--- config.mk ---
export PLATFORM = sky130hd
export DESIGN_NAME = bcd_sweep_ctrl
export DESIGN_NICKNAME = d
export VERILOG_FILES = /design/src/rtl/bcd_sweep_pkg.sv /design/src/rtl/bcd_digit.sv /design/src/rtl/bcd_sweep_ctrl.sv
export SDC_FILE = /design/constraint.sdc
export NUM_CORES = 1
export LEC_CHECK = 0
export CAP_MARGIN = 25
export CORE_ASPECT_RATIO = 1.1
export CORE_MARGIN = 3
export CORE_UTILIZATION = 51
export CTS_BUF_LIST = sky130_fd_sc_hd__clkbuf_16
export DETAILED_ROUTE_END_ITERATION = 10
export PLACE_DENSITY_LB_ADDON = 0.08
export SLEW_MARGIN = 20
export SYNTH_ARGS = -nofsm -noshare
export SYNTH_HDL_FRONTEND = slang
export SYNTH_SLANG_ARGS = --single-unit
--- constraint.sdc ---
create_clock -name clk_i -period 2.6 [get_ports clk_i]
set_input_delay 0.52 -clock clk_i [delete_from_list [all_inputs] [get_ports clk_i]]
set_output_delay 0.52 -clock clk_i [all_outputs]
set_load 0.03 [all_outputs]
--- src/rtl/bcd_sweep_pkg.sv ---
// Shared types and constants for the BCD sweep controller.
package bcd_sweep_pkg;

  typedef enum logic [1:0] {ST_IDLE, ST_RUN, ST_DONE} state_e;

  localparam logic [1:0] OP_START = 2'b00;
  localparam logic [1:0] OP_STOP  = 2'b01;
  localparam logic [1:0] OP_LOAD  = 2'b10;
  localparam logic [1:0] OP_CLEAR = 2'b11;

  localparam logic [1:0] MODE_UP_ONCE   = 2'b00;
  localparam logic [1:0] MODE_DOWN_ONCE = 2'b01;
  localparam logic [1:0] MODE_BOUNCE    = 2'b10;
  localparam logic [1:0] MODE_WRAP_UP   = 2'b11;

  localparam logic [3:0] NIB_MAX = 4'd9;

endpackage

--- src/rtl/bcd_digit.sv ---
// One BCD digit of the chained counter: +/-1 when carry_i is set, ripple out on 9->0 / 0->9.
module bcd_digit
  import bcd_sweep_pkg::*;
(
  input  logic [3:0] value_i,
  input  logic       inc_i,
  input  logic       dec_i,
  input  logic       carry_i,
  output logic [3:0] next_o,
  output logic       carry_o
);

  always_comb begin
    next_o  = value_i;
    carry_o = 1'b0;
    if (carry_i && inc_i) begin
      if (value_i >= NIB_MAX) begin
        next_o  = 4'd0;
        carry_o = 1'b1;
      end else begin
        next_o  = value_i + 4'd1;
      end
    end else if (carry_i && dec_i) begin
      if (value_i == 4'd0) begin
        next_o  = NIB_MAX;
        carry_o = 1'b1;
      end else begin
        next_o  = value_i - 4'd1;
      end
    end
  end

endmodule

--- src/rtl/bcd_sweep_ctrl.sv ---
// Command-driven packed-BCD sweep counter: one-shot up/down, bounce and wrap modes.
module bcd_sweep_ctrl
  import bcd_sweep_pkg::*;
#(
  parameter int DIGITS = 2
) (
  input  logic                  clk_i,
  input  logic                  reset_i,
  input  logic                  cmd_valid_i,
  output logic                  cmd_ready_o,
  input  logic [1:0]            cmd_op_i,
  input  logic [1:0]            cmd_mode_i,
  input  logic [4*DIGITS-1:0]   cmd_lo_i,
  input  logic [4*DIGITS-1:0]   cmd_hi_i,
  input  logic                  step_i,
  output logic [4*DIGITS-1:0]   count_o,
  output logic                  dir_o,
  output logic                  busy_o,
  output logic                  done_o,
  output logic                  err_o
);

  localparam int W = 4*DIGITS;

  state_e         state_q, state_d;
  logic [W-1:0]   count_q, count_d, lo_q, lo_d, hi_q, hi_d, stepped;
  logic [1:0]     mode_q, mode_d;
  logic           dir_q, dir_d, err_q, err_d;
  logic           step_inc, step_dec, lo_ok, hi_ok, at_lo, at_hi, stop_req, adv;
  logic [DIGITS:0] carry;

  always_comb begin
    lo_ok = 1'b1;
    hi_ok = 1'b1;
    for (int i = 0; i < DIGITS; i++) begin
      if (cmd_lo_i[4*i +: 4] > NIB_MAX) lo_ok = 1'b0;
      if (cmd_hi_i[4*i +: 4] > NIB_MAX) hi_ok = 1'b0;
    end
  end

  assign at_lo    = (count_q == lo_q);
  assign at_hi    = (count_q == hi_q);
  assign stop_req = cmd_valid_i && (cmd_op_i == OP_STOP);
  assign adv      = (state_q == ST_RUN) && step_i && !stop_req;

  // Direction of the digit chain this cycle; bound hits are handled in the main block.
  always_comb begin
    step_inc = 1'b0;
    step_dec = 1'b0;
    case (mode_q)
      MODE_UP_ONCE:   step_inc = adv && !at_hi;
      MODE_DOWN_ONCE: step_dec = adv && !at_lo;
      MODE_BOUNCE: begin
        if (adv && !(at_lo && at_hi)) begin
          if (!dir_q) begin
            step_inc = !at_hi;
            step_dec = at_hi;
          end else begin
            step_dec = !at_lo;
            step_inc = at_lo;
          end
        end
      end
      MODE_WRAP_UP:   step_inc = adv && !at_hi;
      default: ;
    endcase
  end

  assign carry[0] = 1'b1;

  for (genvar g = 0; g < DIGITS; g++) begin : g_dig
    bcd_digit u_dig (
      .value_i (count_q[4*g +: 4]),
      .inc_i   (step_inc),
      .dec_i   (step_dec),
      .carry_i (carry[g]),
      .next_o  (stepped[4*g +: 4]),
      .carry_o (carry[g+1])
    );
  end

  always_comb begin
    state_d = state_q;
    count_d = count_q;
    dir_d   = dir_q;
    lo_d    = lo_q;
    hi_d    = hi_q;
    mode_d  = mode_q;
    err_d   = 1'b0;
    case (state_q)
      ST_IDLE: begin
        if (cmd_valid_i) begin
          case (cmd_op_i)
            OP_START: begin
              if (lo_ok && hi_ok && (cmd_lo_i <= cmd_hi_i)) begin
                lo_d    = cmd_lo_i;
                hi_d    = cmd_hi_i;
                mode_d  = cmd_mode_i;
                state_d = ST_RUN;
                dir_d   = (cmd_mode_i == MODE_DOWN_ONCE);
                count_d = (cmd_mode_i == MODE_DOWN_ONCE) ? cmd_hi_i : cmd_lo_i;
              end else begin
                err_d = 1'b1;
              end
            end
            OP_LOAD: begin
              if (lo_ok) count_d = cmd_lo_i;
              else       err_d   = 1'b1;
            end
            OP_CLEAR: begin
              count_d = '0;
              dir_d   = 1'b0;
            end
            default: ;
          endcase
        end
      end
      ST_RUN: begin
        err_d = cmd_valid_i && (cmd_op_i != OP_STOP);
        if (stop_req) begin
          state_d = ST_IDLE;
        end else if (step_i) begin
          // A full-width carry would mean the count escaped its bounds; never commit it.
          if ((step_inc || step_dec) && !carry[DIGITS]) count_d = stepped;
          case (mode_q)
            MODE_UP_ONCE:   if (at_hi) state_d = ST_DONE;
            MODE_DOWN_ONCE: if (at_lo) state_d = ST_DONE;
            MODE_BOUNCE: begin
              if (at_lo && at_hi)        dir_d = !dir_q;
              else if (!dir_q && at_hi)  dir_d = 1'b1;
              else if (dir_q && at_lo)   dir_d = 1'b0;
            end
            MODE_WRAP_UP:   if (at_hi) count_d = lo_q;
            default: ;
          endcase
        end
        // Completion owns the next cycle's status; a rejected command on that edge is dropped.
        if (state_d == ST_DONE) err_d = 1'b0;
      end
      ST_DONE: state_d = ST_IDLE;
      default: state_d = ST_IDLE;
    endcase
  end

  always_ff @(posedge clk_i) begin
    if (reset_i) begin
      state_q <= ST_IDLE;
      count_q <= '0;
      dir_q   <= 1'b0;
      lo_q    <= '0;
      hi_q    <= '0;
      mode_q  <= 2'b00;
      err_q   <= 1'b0;
    end else begin
      state_q <= state_d;
      count_q <= count_d;
      dir_q   <= dir_d;
      lo_q    <= lo_d;
      hi_q    <= hi_d;
      mode_q  <= mode_d;
      err_q   <= err_d;
    end
  end

  assign cmd_ready_o = (state_q != ST_DONE);
  assign count_o     = count_q;
  assign dir_o       = dir_q;
  assign busy_o      = (state_q == ST_RUN);
  assign done_o      = (state_q == ST_DONE);
  assign err_o       = err_q;

endmodule

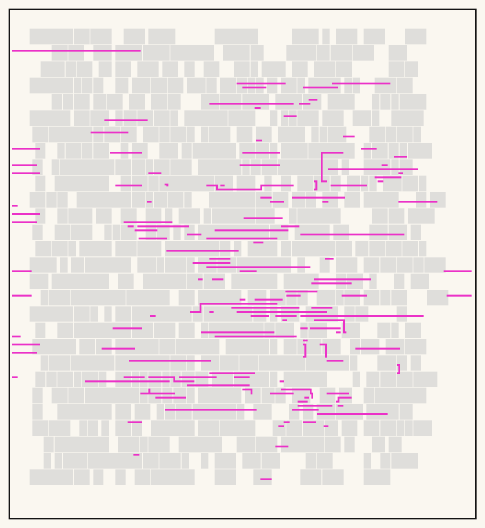
run_1/layer_met3.png
(6 px per um)
nets with wire on the layer: 89
longest straight run: 21.2 um
wire length on this layer: 660 um

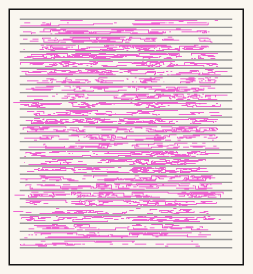
run_1/layer_met1.png
(3 px per um) Supply wires on this layer in grey.
nets with wire on the layer: 462
main direction: horizontal
longest straight run: 28.5 um
wire length on this layer: 4410 um
number of vias in the routed layout: 3498
met1 global-route usage: 0.397
total wire length: 10800 um

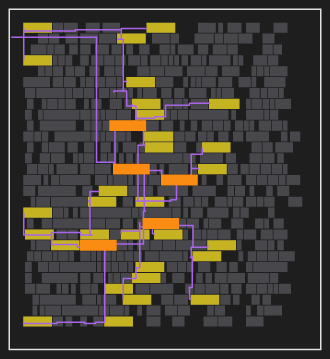
run_1/clk_routes.png
(4 px per um)
legend:
  flip-flops:
    colour: yellow
    count: 30
  clock wires:
    colour: purple
    length: 432 um
  clock drivers:
    colour: orange
    count: 5
routed clock nets: 6

==> summary.log, run 1 <==
[timing] final critical delay including setup and external delays 2.53 ns
[logic_synthesis] most numerous cell in the Yosys netlist sky130_fd_sc_hd__nor2_1
[cts] CTS tree done
[route] wire length per cell 19.8 um
[logic_synthesis] most frequent cells after synthesis 43 x sky130_fd_sc_hd__nor2_1, 30 x sky130_fd_sc_hd__dfxtp_1, 23 x sky130_fd_sc_hd__inv_1, 19 x sky130_fd_sc_hd__ha_1
[floorplanning] IO Pins 37
[logic_synthesis] fraction of registers with async set/reset 0
[logic_synthesis] most common flop cell mapped by yosys sky130_fd_sc_hd__dfxtp_1
[placement] final weighted congestion in routability-driven placement 1.02
[final_layout] core occupancy in the finished layout 0.794
[timing] Layout Skew 0.00371 ns
[global_routing] antenna violations before repair 0
[logic_synthesis] mean cell area of the mapped netlist 7.97 um2
[route] Post-DRT Antenna Nets 0
[route] detailed-routing iteration count for the pre-antenna-repair pass 5
[job] number of OpenROAD warnings 35
[global_routing] GRT Residual Overflow 0
[final_layout] nets@finish 516
[timing] hold_ws 0.528 ns
[floorplanning] Site Rows 28
[global_routing] fraction of met3 tracks used by global routing 0.0483
[floorplanning] chip area 6560 um2
[power] Overall Power 1.63 mW
[logic_synthesis] syn_nets 403
[logic_synthesis] number of enable flip-flop cells 0
[logic_synthesis] Seq share, synth 0.209
[outcome] outcome complete, no violations
[logic_synthesis] yosys-reported design area after synthesis 2870 um2
[timing] unrepaired setup endpoints after global routing yes
[cts] TritonCTS buffer count 5
[job] Maximum Capacitance Violations 0
[power] peak supply drop 0.372 mV
-- run 1: what timing repair did --
item / 4_1_cts / 5_1_grt
pin swaps: 10 / 22
setup endpoints to repair: 25 / 21
buffers inserted: 4 / 7
gates resized: 50 / 45
cloned: 2 / 0
-- run 1: report_power, final --
part           leakage (nW)  total, mW  switching, mW  internal (mW)
clock                0.0724      0.547          0.202          0.345
combinational          1.46      0.584          0.314          0.270
sequential            0.244      0.495         0.0219          0.473
total                  1.78       1.63          0.538           1.09
-- run 1: final cells by class --
type	instances	area, um2
fillers	393	1110
multi-input cells	283	2290
clock buffers	5	125
well taps	75	93.8
inverters	23	86.3
flip-flops and latches	30	603
repair buffers	130	1070
clock inverters	3	12.5
-- run 1: layer usage --
metal  share of wire  vias to the layer above  routed length (um)
li1                -                     1558                   -
met1            0.41                     1674                4410
met2            0.48                      208                5220
met3           0.061                       58                 659
met4           0.051                        0                 554
met5               0                        -                   0
-- run 1: worst paths after layout --
kind / cells past startpoint / endpoint / start
max: 10 / count_o[6]$_SDFFE_PP0P_ / mode_q[1]$_SDFFE_PP0P_
min: 2 / hi_q[7]$_SDFFE_PP0P_ / hi_q[7]$_SDFFE_PP0P_
max reg2reg: 10 / count_o[6]$_SDFFE_PP0P_ / mode_q[1]$_SDFFE_PP0P_
min reg2reg: 2 / hi_q[7]$_SDFFE_PP0P_ / hi_q[7]$_SDFFE_PP0P_
-- run 1: placed cells by master (no fill, tap or decap), types with 11 or more instances in the layout --
cell	instances
sky130_fd_sc_hd__o21ai_0	17
sky130_fd_sc_hd__clkdlybuf4s50_1	16
sky130_fd_sc_hd__nand3_1	11
sky130_fd_sc_hd__ha_1	11
sky130_fd_sc_hd__nor2_1	43
sky130_fd_sc_hd__clkbuf_2	14
sky130_fd_sc_hd__inv_1	16
sky130_fd_sc_hd__dfxtp_1	28
sky130_fd_sc_hd__buf_4	90
sky130_fd_sc_hd__a21oi_1	18
sky130_fd_sc_hd__nand2_1	17
sky130_fd_sc_hd__mux2i_1	16
-- run 1: kinds of logic after synthesis --
kind of cell               after synthesis  share of synthesized area
and+or+nand+nor                        127                      0.242
AOI/OAI and AO/OA                      100                      0.260
buffers and inverters                   47                     0.0820
DFF                                     30                      0.209
muxes                                   19                     0.0667
adders and majority gates               19                     0.0829
xor gates and xnor gates                18                     0.0576
-- run 1: sequential cells by signal (all words and copies together), names as in the netlist --
signal	count
state_q	2
hi_q	8
lo_q	8
err_o	1
dir_o	1
mode_q	2
count_o	8
-- run 1: through the flow --
step / worst slack (ns) / setup TNS [ns] / area [um2]
final: 0.0673 / 0 / 4280
after floorplan: 0.0374 / 0 / 2880
after CTS: 0.00249 / 0 / 4220
after global placement: -0.447 / -10.84 / 3810
after global routing: -0.0629 / -0.138 / 4280
after detailed placement: -0.531 / -12.37 / 3810
-- run 1: worst reg2reg max path, delay by kind of cell (launching register included) --
| kind | cells | cell delay, ns |
|---|---|---|
| flip-flops | 1 | 0.37 |
| AND/OR/NAND/NOR | 1 | 0.06 |
| adder cells (fa/ha/maj) | 1 | 0.35 |
| buffers and inverters | 3 | 0.44 |
| AND-OR/OR-AND | 5 | 1.22 |
==> run 2: changes to the inputs <==
--- a/config.mk
+++ b/config.mk
@@ -5,6 +5,7 @@
 export SDC_FILE = /design/constraint.sdc
 export NUM_CORES = 1
 export LEC_CHECK = 0
+export ABC_CLOCK_PERIOD_IN_PS = 2600
 export CAP_MARGIN = 25
 export CORE_ASPECT_RATIO = 1.1
 export CORE_MARGIN = 3
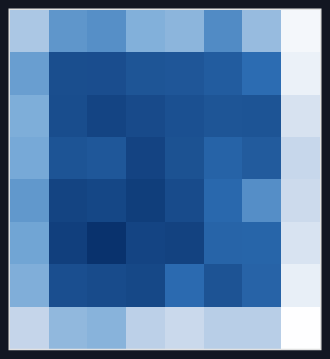
run_2/cell_density.png
(4 px per um) 8 x 8 tiles, from white (low) to dark blue (high), 0 to 100% covered.
tiles over 75% full: 55%
nearly empty tiles: 1.6%
densest ninth of the die: centre
mean over tiles: 64%
fullest tile: 99%
CORE AREA: 5400 um2
starting utilization of the core area: 0.532
core occupancy in the finished layout: 0.794

==> summary.log, run 2 <==
[logic_synthesis] yosys-reported design area after synthesis 2870 um2
[route] Post-DRT Antenna Nets 0
[final_layout] most frequent logic cell in the layout sky130_fd_sc_hd__buf_4
[floorplanning] Site Rows 28
[final_layout] most common logic cells in the final layout 90 x sky130_fd_sc_hd__buf_4, 43 x sky130_fd_sc_hd__nor2_1, 28 x sky130_fd_sc_hd__dfxtp_1
[global_routing] antenna violations before repair 0
[final_layout] nets@finish 516
[route] wire length per cell 19.8 um
[logic_synthesis] most common flop cell mapped by yosys sky130_fd_sc_hd__dfxtp_1
[route] detailed-routing iteration count for the pre-antenna-repair pass 5
[job] number of OpenROAD warnings 35
[cts] TritonCTS buffer count 5
[route] number of vias in the routed layout 3498
[global_routing] GRT Residual Overflow 0
[power] peak supply drop 0.372 mV
[floorplanning] IO Pins 37
[logic_synthesis] most frequent cells after synthesis 43 x sky130_fd_sc_hd__nor2_1, 30 x sky130_fd_sc_hd__dfxtp_1, 23 x sky130_fd_sc_hd__inv_1, 19 x sky130_fd_sc_hd__ha_1
[floorplanning] chip area 6560 um2
[job] Maximum Capacitance Violations 0
[cts] CTS tree done
[timing] Layout Skew 0.00371 ns
[logic_synthesis] fraction of registers with async set/reset 0
[logic_synthesis] most numerous cell in the Yosys netlist sky130_fd_sc_hd__nor2_1
[outcome] outcome complete, no violations
[logic_synthesis] syn_nets 403
[logic_synthesis] Seq share, synth 0.209
[placement] final weighted congestion in routability-driven placement 1.02
[run 2: cell counts after synthesis]
Identical to the previous run, type by type.
[run 2: final timing paths]
| kind | start | end | slack [ns] | depth (start not counted) |
|---|---|---|---|---|
| setup / recovery | mode_q[1]$_SDFFE_PP0P_ | count_o[6]$_SDFFE_PP0P_ | 0.07 | 10 |
| hold / removal | hi_q[7]$_SDFFE_PP0P_ | hi_q[7]$_SDFFE_PP0P_ | 0.53 | 2 |
| setup reg to reg | mode_q[1]$_SDFFE_PP0P_ | count_o[6]$_SDFFE_PP0P_ | 0.07 | 10 |
| hold reg to reg | hi_q[7]$_SDFFE_PP0P_ | hi_q[7]$_SDFFE_PP0P_ | 0.53 | 2 |
[run 2: area by class of cell]
class	instances	area, um2
inverter	23	86.3
clock buffer	5	125
fill	393	1110
multi-input combinational	283	2290
tap	75	93.8
sequential	30	603
timing repair buffer	130	1070
clock inverter	3	12.5
[run 2: stage by stage]
step                cell area, um2  TNS [ns]  hold WS (ns)  power, mW  setup slack [ns]
floorplan                     2880         0         0.482      0.773            0.0374
global route                  4280    -0.138         0.564       1.68           -0.0629
CTS                           4220         0         0.526       1.59           0.00249
global placement              3810    -10.84         0.505      0.995            -0.447
detailed placement            3810    -12.37         0.512       1.00            -0.531
finish                        4280         0         0.528       1.63            0.0673
[run 2: metal layers]
metal | vias to the layer above | GRT usage | wire, um
met5 | - | 0 | 0
met4 | 0 | 0.159 | 554
met3 | 58 | 0.0483 | 659
met2 | 208 | 0.559 | 5220
met1 | 1674 | 0.397 | 4410
li1 | 1558 | - | -
[run 2: worst min-delay path, stage by stage (launching register included)]
cell and delay (ns):
sky130_fd_sc_hd__dfxtp_1 0.35, sky130_fd_sc_hd__mux2i_1 0.08, sky130_fd_sc_hd__nor2_1 0.07
[run 2: power breakdown]
group / switching [mW] / leakage, nW / total, mW / internal [mW]
combinational: 0.314 / 1.46 / 0.584 / 0.270
clock: 0.202 / 0.0724 / 0.547 / 0.345
sequential: 0.0219 / 0.244 / 0.495 / 0.473
total: 0.538 / 1.78 / 1.63 / 1.09
[run 2: cells by family (layout without fill, tap and decap cells)]
kind of cell               after synthesis  in the layout  share of synthesized area
buffers and inverters                   47            161                     0.0820
adders and majority gates               19             19                     0.0829
DFF                                     30             30                      0.209
muxes                                   19             19                     0.0667
AOI/OAI and AO/OA                      100            100                      0.260
xor gates and xnor gates                18             18                     0.0576
and+or+nand+nor                        127            127                      0.242
[run 2: repair_timing]
action,4_1_cts,5_1_grt
setup buffers,4,7
resized,50,45
hold buffers,0,0
endpoints found under the setup margin,25,21
pin swaps,10,22
cloned,2,0
No activity file was given, so power comes from the tool's default toggle rates.
